<file path="config.mk">
export PLATFORM = sky130hd
export DESIGN_NAME = lcd_text_refresher
export DESIGN_NICKNAME = d
export VERILOG_FILES = /design/src/rtl/lcd_text_refresher.sv
export SDC_FILE = /design/constraint.sdc
export NUM_CORES = 1
export LEC_CHECK = 0
export CAP_MARGIN = 0
export CORE_MARGIN = 2
export CORE_UTILIZATION = 45
export CTS_BUF_LIST = sky130_fd_sc_hd__clkbuf_16
export CTS_CLUSTER_DIAMETER = 120
export DETAILED_ROUTE_END_ITERATION = 6
export HOLD_SLACK_MARGIN = 0.06
export PLACE_DENSITY_LB_ADDON = 0.3
export SLEW_MARGIN = 10
export SYNTH_ARGS = -nofsm -noshare
export SYNTH_HDL_FRONTEND = slang
export SYNTH_SLANG_ARGS = --single-unit
</file>
<file path="constraint.sdc">
create_clock -name clk_i -period 2.5 [get_ports clk_i]
set_input_delay 0.25 -clock clk_i [delete_from_list [all_inputs] [get_ports clk_i]]
set_output_delay 0.25 -clock clk_i [all_outputs]
set_load 0.03 [all_outputs]
</file>
<file path="src/rtl/lcd_text_refresher.sv">
// Character frame buffer that redraws itself onto an lcd16x2 controller, one DDRAM address command per row.
// Optional LCD_TEXT_AUTO_REFRESH_EN: any in-range buffer write schedules a redraw without refresh_i.
module lcd_text_refresher #(
   parameter int          NUM_COLS         = 16,
   parameter int          NUM_ROWS         = 2,
   parameter logic [31:0] ROW_OFFSETS      = 32'h54144000,
   parameter logic [7:0]  LCD_SETDDRAMADDR = 8'h80,
   parameter logic [1:0]  OPS_CHAR         = 2'd1,
   parameter logic [1:0]  OPS_CMD          = 2'd3,
   parameter int          ADDR_W           = $clog2(NUM_COLS * NUM_ROWS)
) (
   input  logic              clk_i,
   input  logic              rst_ni,
   input  logic              wr_en_i,
   input  logic [ADDR_W-1:0] wr_addr_i,
   input  logic [7:0]        wr_data_i,
   input  logic              refresh_i,
   output logic              busy_o,
   output logic              frame_done_o,
   output logic [7:0]        lcd_data_o,
   output logic [1:0]        lcd_ops_o,
   output logic              lcd_enb_o,
   input  logic              lcd_rdy_i
);
   localparam int NUM_CELLS = NUM_COLS * NUM_ROWS;
   localparam int COL_W     = (NUM_COLS > 1) ? $clog2(NUM_COLS) : 1;
   localparam int ROW_W     = (NUM_ROWS > 1) ? $clog2(NUM_ROWS) : 1;
   localparam logic [7:0] BLANK = 8'h20;

   typedef enum logic [1:0] {IDLE, ROW_ADDR, CHAR, DONE} state_t;
   typedef enum logic [1:0] {H_REQ, H_ACK, H_FIN} hs_t;

   state_t           state_q;
   hs_t              hs_q;
   logic [ROW_W-1:0] row_q;
   logic [COL_W-1:0] col_q;
   logic             pending_q;
   logic             wr_hit;
   logic             start;
   logic             last_col;
   logic             last_row;
   logic [ADDR_W-1:0] rd_idx;
   logic [7:0]       rd_data;
   logic [7:0]       row_cmd;

   // Entries hold (character ^ space) so all-zero power-up storage reads back as blanks.
   logic [7:0] buf_q [NUM_CELLS];

   assign wr_hit   = wr_en_i && (int'(wr_addr_i) < NUM_CELLS);
   assign rd_idx   = ADDR_W'(int'(row_q) * NUM_COLS + int'(col_q));
   assign rd_data  = buf_q[rd_idx] ^ BLANK;
   assign row_cmd  = LCD_SETDDRAMADDR | ROW_OFFSETS[8*int'(row_q) +: 8];
   assign last_col = (int'(col_q) == NUM_COLS - 1);
   assign last_row = (int'(row_q) == NUM_ROWS - 1);

   always_ff @(posedge clk_i) begin
      if (wr_hit) buf_q[wr_addr_i] <= wr_data_i ^ BLANK;
   end

`ifdef LCD_TEXT_AUTO_REFRESH_EN
   logic dirty_q;

   assign start = refresh_i || pending_q || dirty_q;

   // A frame that starts now reads every cell later, so it already covers a write landing this cycle.
   always_ff @(posedge clk_i or negedge rst_ni) begin
      if (!rst_ni) begin
         dirty_q <= 1'b0;
      end else if (state_q == IDLE && start) begin
         dirty_q <= 1'b0;
      end else if (wr_hit) begin
         dirty_q <= 1'b1;
      end
   end
`else
   assign start = refresh_i || pending_q;
`endif

   always_ff @(posedge clk_i or negedge rst_ni) begin
      if (!rst_ni) begin
         state_q      <= IDLE;
         hs_q         <= H_REQ;
         row_q        <= '0;
         col_q        <= '0;
         pending_q    <= 1'b0;
         busy_o       <= 1'b0;
         frame_done_o <= 1'b0;
         lcd_enb_o    <= 1'b0;
         lcd_data_o   <= 8'h00;
         lcd_ops_o    <= 2'b00;
      end else begin
         frame_done_o <= 1'b0;
         case (state_q)
            IDLE: begin
               if (start) begin
                  state_q   <= ROW_ADDR;
                  hs_q      <= H_REQ;
                  busy_o    <= 1'b1;
                  row_q     <= '0;
                  col_q     <= '0;
                  pending_q <= 1'b0;
               end
            end
            ROW_ADDR, CHAR: begin
               if (refresh_i) pending_q <= 1'b1;
               case (hs_q)
                  H_REQ: begin
                     if (lcd_rdy_i) begin
                        lcd_data_o <= (state_q == ROW_ADDR) ? row_cmd : rd_data;
                        lcd_ops_o  <= (state_q == ROW_ADDR) ? OPS_CMD : OPS_CHAR;
                        lcd_enb_o  <= 1'b1;
                        hs_q       <= H_ACK;
                     end
                  end
                  H_ACK: begin
                     if (!lcd_rdy_i) begin
                        lcd_enb_o <= 1'b0;
                        hs_q      <= H_FIN;
                     end
                  end
                  H_FIN: begin
                     if (lcd_rdy_i) begin
                        hs_q <= H_REQ;
                        if (state_q == ROW_ADDR) begin
                           state_q <= CHAR;
                        end else if (!last_col) begin
                           col_q <= col_q + 1'b1;
                        end else if (!last_row) begin
                           row_q   <= row_q + 1'b1;
                           col_q   <= '0;
                           state_q <= ROW_ADDR;
                        end else begin
                           state_q      <= DONE;
                           frame_done_o <= 1'b1;
                           busy_o       <= 1'b0;
                        end
                     end
                  end
                  default: hs_q <= H_REQ;
               endcase
            end
            DONE: begin
               if (refresh_i) pending_q <= 1'b1;
               state_q <= IDLE;
            end
            default: state_q <= IDLE;
         endcase
      end
   end
endmodule

</file>
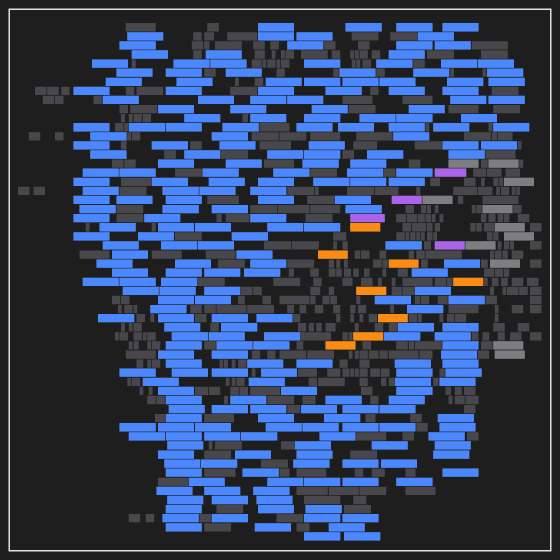
(images/ff_map.png)
Other sequential cells in the stronger grey, the rest of the logic in the fainter grey.
buf_q -> blue  # flops 256
col_q -> purple  # flops 4
lcd_data_o -> orange  # flops 8
not coloured = 11

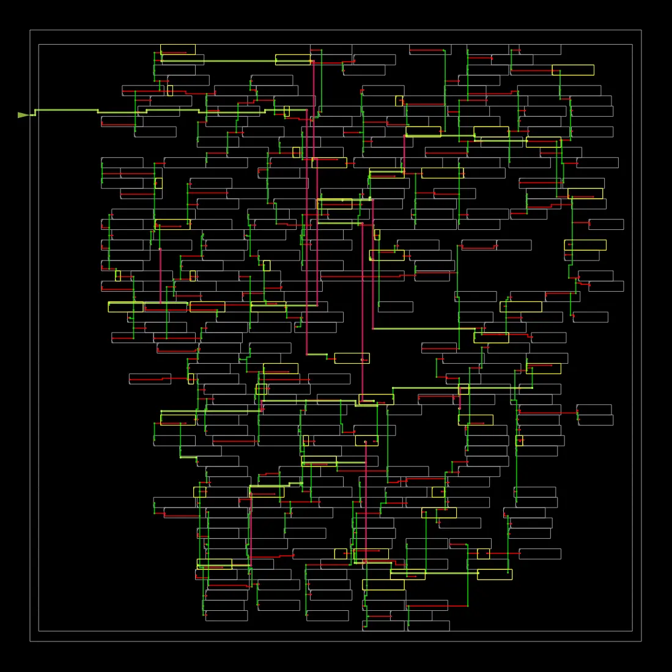
(images/clock_nets.png)
seq_cells: 279
clk pwr: 4.32 mW
Latency at later pin: 0.55 ns

==> impl_metrics.tcl <==
# flow metrics
set metrics [dict create \
    yosysTopAreaCell "edfxtp_1" \
    drt-total-wl_um 25200 \
    finalSetupViolCount 0 \
    first_pass_iters 5 \
    drive_above_1_share_pct 23.9 \
    ys_types 46 \
    drc 0 \
    rsz0062_at_grt "false" \
    lay_top_cells "edfxtp_1 (256), buf_4 (56), mux4_2 (49), nor2_1 (44), clkdlybuf4s50_1 (30)" \
    dr.first_iter.drc_count 758 \
    final_cell_area_um2 13200 \
    r2r_end "lcd_data_o[7]" \
    dieWidth_um 162 \
    synthArstFlopShare_pct 8.24 \
    netlist_instances 599 \
    route.vias.total 5885 \
    finalCritPeriodShare_pct 91.9 \
    clockRootBuffer "clkbuf_16" \
    chipArea_um2 26100 \
    place_ws_ns 0.186 \
    crit_arrival_ns 2.73 \
    syn-cell-area_um2 11200 \
    status "completed" \
    grt_pass1_vias 5966 \
    cts_tree "done" \
    ant_nets 0 \
    lay_top_count "edfxtp_1" \
    cts_setup_buffers 0 \
    wl_per_cell_um 24.4 \
    ios 31 \
    port-buffer-count 30 \
    synth.avg_cell_area_um2 18.6 \
    slowest_delay_ns 0.62 \
    finalHoldViolCount 0 \
    utilization_pct 54.1 \
]
-- area by class of cell --
type | instances | area share [%]
inverter | 11 | 0.314
tap | 324 | 3.08
sequential | 279 | 62.8
clock inverter | 24 | 2.03
multi-input combinational | 278 | 20.4
timing repair buffer | 90 | 6.08
clock buffer | 28 | 5.32
-- worst max-delay path by stage --
stage,startpoint,to,slack [ns],cells after the start
2_1_floorplan,state_q[0],lcd_data_o[7],0.54,8
3_3_place_gp,col_q[0],lcd_data_o[3],0.21,5
3_5_place_dp,col_q[0],lcd_data_o[7],0.19,4
4_1_cts,col_q[0],lcd_data_o[7],0.17,4
5_1_grt,col_q[0],lcd_data_o[5],0.08,6
6_report,col_q[0],lcd_data_o[7],0.20,4
-- metal layers --
metal / routed length (um) / GRT usage [%]
met1: 10900 / 28.3
met2: 12300 / 32.0
met3: 1460 / 2.98
met4: 512 / 5.07
met5: 0 / 0
-- worst reg2reg max path: stages (launching register included) --
cell	delay [ns]
dfrtp_4	0.62
buf_12	0.25
mux4_1	0.62
mux4_2	0.48
o221a_1	0.22
-- sequential cells by signal, indices dropped and copies added, names as in the netlist --
signal and cells:
buf_q 256, busy_o 1, col_q 4, frame_done_o 1, hs_q 2, last_row 1
lcd_data_o 8, lcd_enb_o 1, lcd_ops_o 2, pending_q 1, state_q 2
-- kinds of logic (layout without fill, tap and decap cells) --
logic type / after synthesis / count (layout) / share of synthesized area, %
flops: 279 / 279 / 74.0
simple gates: 119 / 119 / 5.12
mux: 94 / 94 / 14.8
compound gates: 60 / 60 / 3.56
buf+inv: 42 / 153 / 2.03
fa+ha+maj: 5 / 5 / 0.560
-- where the power goes --
| group | internal, mW | switching [mW] |
|---|---|---|
| Clock | 2.57 | 1.74 |
| Combinational | 1.47 | 1.63 |
| Sequential | 5.28 | 0.249 |
Power and IR drop assume default switching activity.
